File: src/rtl/jesd_ctrl_pkg.sv
// Shared JESD link-control definitions: FSM state encoding and timing defaults.
package jesd_ctrl_pkg;

    typedef enum logic [1:0] {
        SYNC_REQ   = 2'd0,
        WAIT_BND   = 2'd1,
        LINK_UP    = 2'd2,
        ERR_REPORT = 2'd3
    } sync_state_t;

    localparam int unsigned REQ_MIN_DEF = 5;
    localparam int unsigned ERR_LEN_DEF = 2;

endpackage

File: src/rtl/lmfc_frame_counter.sv
// Frame index within the multiframe plus multiframe-boundary strobe.
module lmfc_frame_counter (
    input  logic       clk,
    input  logic       rst_n,
    input  logic       frame_clk,
    input  logic [4:0] i_K,
    output logic [4:0] o_frame_no,
    output logic       o_mf_bnd
);

    // >= rather than == so a K lowered below the current index still wraps
    always_ff @(posedge clk or negedge rst_n) begin
        if (!rst_n) begin
            o_frame_no <= '0;
        end else if (frame_clk) begin
            if (o_frame_no >= i_K) o_frame_no <= '0;
            else                   o_frame_no <= o_frame_no + 5'd1;
        end
    end

    always_comb begin
        o_mf_bnd = frame_clk && (o_frame_no == i_K);
    end

endmodule

File: src/rtl/syncn_generator.sv
// Receiver-side SYNC~ driver: sync request, aligned release and error reporting.
module syncn_generator
    import jesd_ctrl_pkg::*;
#(
    parameter int unsigned LANES   = 1,
    parameter int unsigned REQ_MIN = REQ_MIN_DEF,
    parameter int unsigned ERR_LEN = ERR_LEN_DEF
) (
    input  logic             clk,
    input  logic             rst_n,
    input  logic             frame_clk,
    input  logic [4:0]       i_K,
    input  logic             i_lmfc_align,
    input  logic [LANES-1:0] i_lane_cgs_done,
    input  logic             i_resync_req,
    input  logic             i_err,
    input  logic             i_err_report_en,
    output logic             o_sync_n,
    output logic             o_link_up,
    output logic [4:0]       o_frame_no,
    output logic [7:0]       o_err_cnt
);

    sync_state_t state, state_nxt;
    logic [2:0]  req_cnt;
    logic [1:0]  err_frm;
    logic        gap_ok;
    logic        pending;
    logic        mf_bnd;
    logic        cgs_all;
    logic        abort;
    logic        err_req;
    logic        qual;
    logic        sync_n_nxt;

    lmfc_frame_counter u_frame_cnt (
        .clk        (clk),
        .rst_n      (rst_n),
        .frame_clk  (frame_clk),
        .i_K        (i_K),
        .o_frame_no (o_frame_no),
        .o_mf_bnd   (mf_bnd)
    );

    always_comb begin
        cgs_all = &i_lane_cgs_done;
        abort   = (state != SYNC_REQ) && (!cgs_all || i_resync_req);
        err_req = i_err && i_err_report_en;
        qual    = i_lmfc_align ? mf_bnd : frame_clk;
    end

    always_ff @(posedge clk or negedge rst_n) begin
        if (!rst_n) state <= SYNC_REQ;
        else        state <= state_nxt;
    end

    // A strobe while high completes the guard frame, so a queued report may go out on it
    always_comb begin
        state_nxt = state;
        if (abort) begin
            state_nxt = SYNC_REQ;
        end else begin
            unique case (state)
                SYNC_REQ:   if (!i_resync_req && req_cnt == 3'(REQ_MIN) && cgs_all)
                                state_nxt = WAIT_BND;
                WAIT_BND:   if (qual) state_nxt = LINK_UP;
                LINK_UP:    if ((err_req || pending) && (gap_ok || frame_clk))
                                state_nxt = ERR_REPORT;
                ERR_REPORT: if (frame_clk && err_frm == 2'(ERR_LEN - 1))
                                state_nxt = LINK_UP;
                default:    state_nxt = SYNC_REQ;
            endcase
        end
    end

    always_comb begin
        sync_n_nxt = (state_nxt == LINK_UP);
        o_link_up  = (state == LINK_UP) || (state == ERR_REPORT);
    end

    always_ff @(posedge clk or negedge rst_n) begin
        if (!rst_n) o_sync_n <= 1'b0;
        else        o_sync_n <= sync_n_nxt;
    end

    always_ff @(posedge clk or negedge rst_n) begin
        if (!rst_n) begin
            req_cnt <= '0;
        end else if (state != SYNC_REQ) begin
            if (state_nxt == SYNC_REQ) req_cnt <= '0;
        end else if (i_resync_req) begin
            req_cnt <= '0;
        end else if (frame_clk && req_cnt != 3'(REQ_MIN)) begin
            req_cnt <= req_cnt + 3'd1;
        end
    end

    always_ff @(posedge clk or negedge rst_n) begin
        if (!rst_n) begin
            err_frm <= '0;
        end else if (state_nxt == ERR_REPORT && state != ERR_REPORT) begin
            err_frm <= '0;
        end else if (state == ERR_REPORT && frame_clk) begin
            err_frm <= err_frm + 2'd1;
        end
    end

    always_ff @(posedge clk or negedge rst_n) begin
        if (!rst_n) begin
            gap_ok <= 1'b0;
        end else if (state_nxt == ERR_REPORT && state != ERR_REPORT) begin
            gap_ok <= 1'b0;
        end else if (state == SYNC_REQ || state == WAIT_BND) begin
            gap_ok <= 1'b1;
        end else if (state == LINK_UP && frame_clk) begin
            gap_ok <= 1'b1;
        end
    end

    always_ff @(posedge clk or negedge rst_n) begin
        if (!rst_n) begin
            pending <= 1'b0;
        end else if (abort) begin
            pending <= 1'b0;
        end else if (state == LINK_UP) begin
            if (state_nxt == ERR_REPORT) pending <= 1'b0;
            else if (err_req)            pending <= 1'b1;
        end else if (state == ERR_REPORT && err_req) begin
            pending <= 1'b1;
        end
    end

    always_ff @(posedge clk or negedge rst_n) begin
        if (!rst_n) begin
            o_err_cnt <= '0;
        end else if (o_link_up && i_err && o_err_cnt != 8'hFF) begin
            o_err_cnt <= o_err_cnt + 8'd1;
        end
    end

endmodule

File: config.mk
export PLATFORM = sky130hd
export DESIGN_NAME = syncn_generator
export DESIGN_NICKNAME = d
export VERILOG_FILES = /design/src/rtl/jesd_ctrl_pkg.sv /design/src/rtl/lmfc_frame_counter.sv /design/src/rtl/syncn_generator.sv
export SDC_FILE = /design/constraint.sdc
export NUM_CORES = 1
export LEC_CHECK = 0
export CORE_MARGIN = 2
export CORE_UTILIZATION = 30
export DETAILED_ROUTE_END_ITERATION = 6
export PLACE_DENSITY_LB_ADDON = 0.3
export SYNTH_ARGS = -nofsm -noshare
export SYNTH_HDL_FRONTEND = slang
export SYNTH_HIERARCHICAL = 1
export SYNTH_SLANG_ARGS = --single-unit
File: constraint.sdc
create_clock -name clk -period 2.3 [get_ports clk]
set_input_delay 0.46 -clock clk [delete_from_list [all_inputs] [get_ports clk]]
set_output_delay 0.46 -clock clk [all_outputs]
set_load 0.02 [all_outputs]
run_1/clk_routes.png
The bar under the picture is 20 um long.
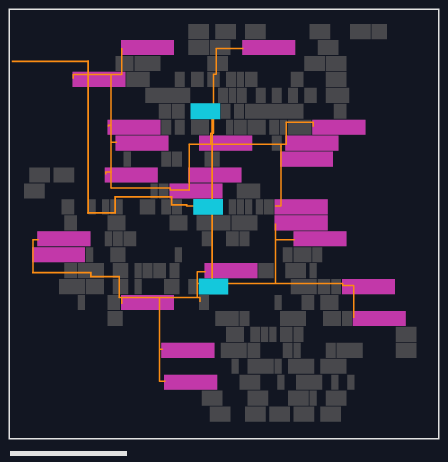
clock wires -> orange  # length 324 um
clock drivers -> cyan  # count 3
flip-flops -> magenta  # count 23
routed clock nets = 4
Setup Skew: 0.00142 ns
clk pwr: 253 uW
Late-Pin Clk Latency: 0.26 ns
clock power share: 0.217

run_1/clocks.png
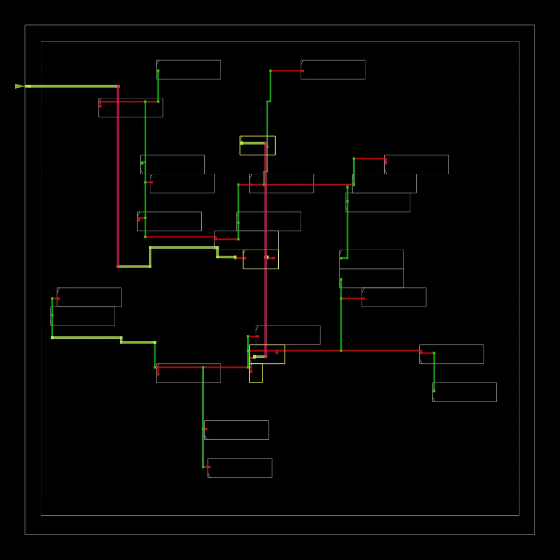
cts bufs inserted: 3
count of clock buffers in the final design: 3
clock sinks: 23

run_1/metal_density.png
The die is cut into 15 by 15 equal tiles; dark blue is low, red is high, scaled to the fullest tile. Values are wire area over tile area, all layers added.
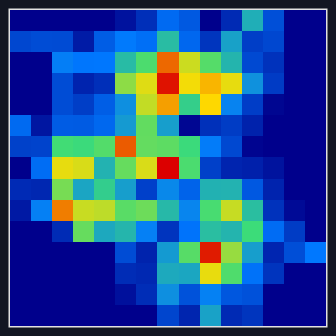
tiles over half the peak = 17%
mean over tiles = 0.089
nearly empty tiles = 31%
fullest tile = 0.39
emptiest ninth of the die = lower left
densest ninth of the die = top center
DR vias: 1,205
routed len/inst: 13.0 um
Overall Global Routing Usage: 0.132
Total Wirelength: 3020 um

==> impl_metrics.ini, run 1 <==
; synthesis and place-and-route metrics
[clock_tree]
cts_tree = built
cts.hold.buffers_added = 0
cts_setup_buffers = 0

[sta]
rsz0062_at_grt = no
maxSlewHeadroom = 0.752
hold_viol = 0
period_used_share = 0.814
fmax_ghz = 0.534
post-route-min-period_ns = 1.87

[route]
via_per_inst = 5.17
top_layer = met4
drtAntennaViolNets = 0
route.met3.wl_um = 109
dr.pass1.iters = 4

[floorplan]
coreArea_um2 = 4660
ios = 28
die_y_um = 73.0

[synth]
ys_warn_count = 6
ff_type = dfrtp_1
syn_area_um2 = 1430
synthAdderAreaFrac = 0.0875
synthAoiAreaFrac = 0.192
async_flop_share = 1.00
yosysCellCount = 149
yosysTopAreaCell = dfrtp_1
synth_cell_types = 41
edf_count = 0

[finish]
syn2layout_area_growth_pct = 26.3

[flow_run]
timing.max_cap.violations = 0
warnings = 27

[run_status]
outcome = finished, final reports clean

[grt]
grt_use_met2 = 0.194
grt_pass1_wl_um = 5490
busiest_layer = met2
use_met3 = 0.0235
antenna_found_initial = 0

[critical_path]
rr_endpoint = state[0]
startpoint_type = flip-flop
worstSetupEndpointType = output pin
reg2regPathDepth = 6

[placement]
hpwlAfterDp_um = 2320

[hold_path]
hp-class = reg2reg
[run 1: how the worst min path moves through the flow]
stage                        from            to  slack [ns]  cells after the start
after detailed placement  pending       pending        0.50                      2
after floorplan             rst_n    err_frm[0]        0.16                      0
final                     pending       pending        0.51                      2
after CTS                 pending       pending        0.52                      2
after global placement    pending       pending        0.49                      2
after global routing        rst_n  o_err_cnt[0]        0.58                      2
[run 1: flip-flops by register name, summed over array words and instances, names as in the netlist]
| signal | count |
|---|---|
| state | 2 |
| gap_ok | 1 |
| pending | 1 |
| err_frm | 2 |
| req_cnt | 3 |
| u_frame_cnt/o_frame_no | 5 |
| o_sync_n | 1 |
| o_err_cnt | 8 |
[run 1: power breakdown]
group / internal [uW] / switching (uW)
sequential: 449 / 56.5
clock: 121 / 132
combinational: 190 / 214
total: 760 / 402
[run 1: area by class of cell]
class                   count  area (um^2)  share of cell area
multi-input cells         111          783               0.434
inverters                  11         41.3              0.0229
repair buffers             30          293               0.162
clock inverters             1         5.00             0.00277
well taps                  54         67.6              0.0374
flip-flops and latches     23          576               0.319
clock buffers               3         41.3              0.0229
[run 1: synthesized netlist by cell type, types with 3 or more instances]
library cell	count
mux2_1	3
o21ai_0	4
inv_1	11
nor3_1	7
ha_1	10
nor2_1	6
xor2_1	3
nand4_1	3
nand3_1	8
dfrtp_1	23
a31oi_1	3
nand2b_1	3
and3_1	3
a21oi_1	15
nand2_1	12
[run 1: stage by stage]
stage	total power (uW)	instance area [um^2]	setup WS, ns
after floorplan	753	1430	0.711
after global placement	918	1760	0.244
after detailed placement	922	1760	0.230
after CTS	1180	1810	0.414
after global routing	1250	1810	0.360
final	1160	1810	0.428
## Run 2: what changed since run 1
clock period = 1.8 ns   (was 2.3 ns; I/O delays follow)
run_2/flops_by_reg.png
Other sequential cells in the stronger gray, the rest of the logic in the fainter gray.
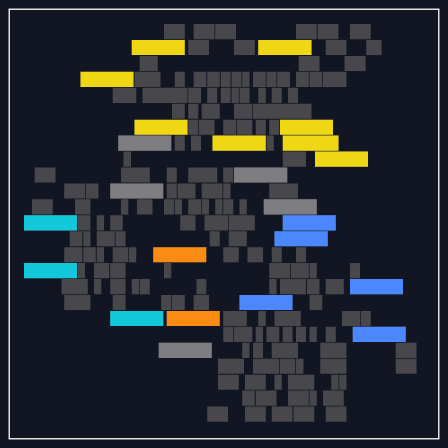
`req_cnt` -> cyan  # placed flops 3
`state` -> orange  # placed flops 2
`o_err_cnt` -> yellow  # placed flops 8
`u_frame_cnt/o_frame_no` -> blue  # placed flops 5
fin util: 0.394
register area: 577 um^2
fraction of area in registers: 0.314
sequential group power: 644 uW

==> run 2 against run 1 <==
Power is 29% higher. Largest cell class unchanged. Sequential share of layout area decreased by 0.45 points. Via count is 0.25% higher. Highest routed layer unchanged. Setup slack worse by 0.36 ns. Cell count up 1.7%. Global-route usage decreased by 1.1 points. Clock power grew 26%. Die area did not move.
==> impl_metrics.ini, run 2 <==
; synthesis and place-and-route metrics
[synth]
yosysTopAreaCell = dfrtp_1
yosysCellCount = 149
syn_area_um2 = 1430
edf_count = 0
synth_cell_types = 41
async_flop_share = 1.00
ys_warn_count = 6
common_cells = 23 x dfrtp_1, 15 x a21oi_1, 12 x nand2_1, 11 x inv_1, 10 x ha_1
ff_type = dfrtp_1
yosysMostFrequentCell = dfrtp_1

[power_and_ir_drop]
p_switching_uw = 510
total_power_uw = 1500
power_frac_comb = 0.359
p_int_uw = 991
swShare = 0.340
seqPwrFrac = 0.429

[route]
vias = 1208
drt-wirelength-per-cell_um = 12.4
routed_wl_um = 2940
dr.pass1.iters = 4
drtAntennaViolNets = 0
via_per_inst = 5.10

[grt]
grt_pass1_wl_um = 5080
antenna_found_initial = 0
grt_usage = 0.120

[run_status]
outcome = finished, final reports clean

[critical_path]
startpoint_type = flip-flop
reg2regPathDepth = 4
worstSetupEndpointType = output pin
rr_endpoint = o_err_cnt[1]

[floorplan]
die_y_um = 73.0
coreArea_um2 = 4660
ios = 28

[clock_tree]
cts_tree = built
cts.hold.buffers_added = 0
cts_buffers = 3
clock_sinks = 23
clock_latency_ns = 0.26
cts_setup_buffers = 0

[finish]
reg_top3 = o_err_cnt x8, u_frame_cnt/o_frame_no x5, req_cnt x3
fin_cells = 237
top_register = o_err_cnt
largest_register_ffs = 8

[flow_run]
warnings = 27
timing.max_cap.violations = 0

[hold_path]
hp-class = in2async

[sta]
fmax_ghz = 0.579
post-route-min-period_ns = 1.73
hold_viol = 0

[placement]
hpwlAfterDp_um = 2300
run_2/clk_routes.png
The bar under the picture is 20 um long.
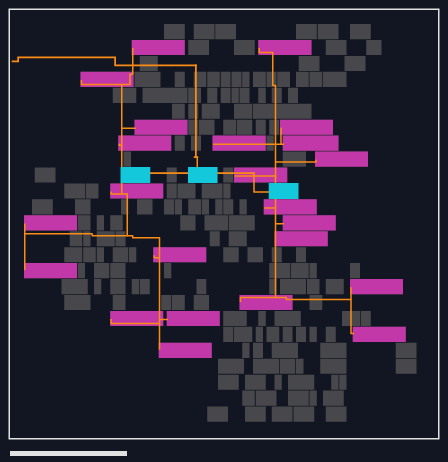
clock wires -> orange  # length 304 um
clock drivers -> cyan  # count 3
flip-flops -> magenta  # count 23
routed clock nets = 4
clock power share: 0.212
Setup Skew: 0.00200 ns
clk pwr: 318 uW

## run 2: cell counts after synthesis
Identical to the previous run, type by type.
## run 2: metrics by stage
step	hold slack, ns	setup WS (ns)	cell area (um^2)	setup TNS, ns	utilization
floorplan	0.0644	0.211	1430	0	-
global placement	0.491	-0.136	1790	-1.01	0.384
detailed placement	0.501	-0.163	1790	-1.08	0.384
global route	0.476	0.00948	1840	0	0.394
finish	0.452	0.0722	1840	0	0.394
CTS	0.463	0.0238	1840	0	0.394
## run 2: cell type report
class	instances	area (um^2)
Sequential cell	23	577
Fill cell	473	2820
Clock buffer	4	45.0
Multi-Input combinational cell	111	783
Tap cell	54	67.6
Timing Repair Buffer	34	323
Inverter	11	41.3
## run 2: kinds of logic (layout without fill, tap and decap cells)
logic type	after synthesis	after routing	synth area share
AND-OR/OR-AND	37	37	0.192
XOR/XNOR	4	4	0.0245
adder cells (fa/ha/maj)	10	10	0.0875
buffers and inverters	15	49	0.0499
flip-flops	23	23	0.402
multiplexers	6	6	0.0464
AND/OR/NAND/NOR	54	54	0.198
## run 2: worst max-delay path by stage
stage	endpoint	slack, ns
3_5_place_dp	state[1]	-0.16
3_3_place_gp	state[0]	-0.14
5_1_grt	o_link_up	0.009
4_1_cts	o_err_cnt[7]	0.02
2_1_floorplan	o_err_cnt[1]	0.21
6_report	o_err_cnt[4]	0.07
## run 2: layer usage
metal  track usage  share of wire
met1         0.167           0.49
met2         0.191           0.47
met3        0.0331          0.032
met4        0.0185         0.0051
met5             0              0
## run 2: power groups by stage
stage          clock network [uW]  registers (uW)  logic, uW
2_1_floorplan                   0             703        259
3_3_place_gp                    0             658        531
3_5_place_dp                    0             658        542
4_1_cts                       332             648        543
5_1_grt                       348             657        595
6_report                      318             644        538
Power figures rest on the tool's default switching activity, not on a simulated workload.
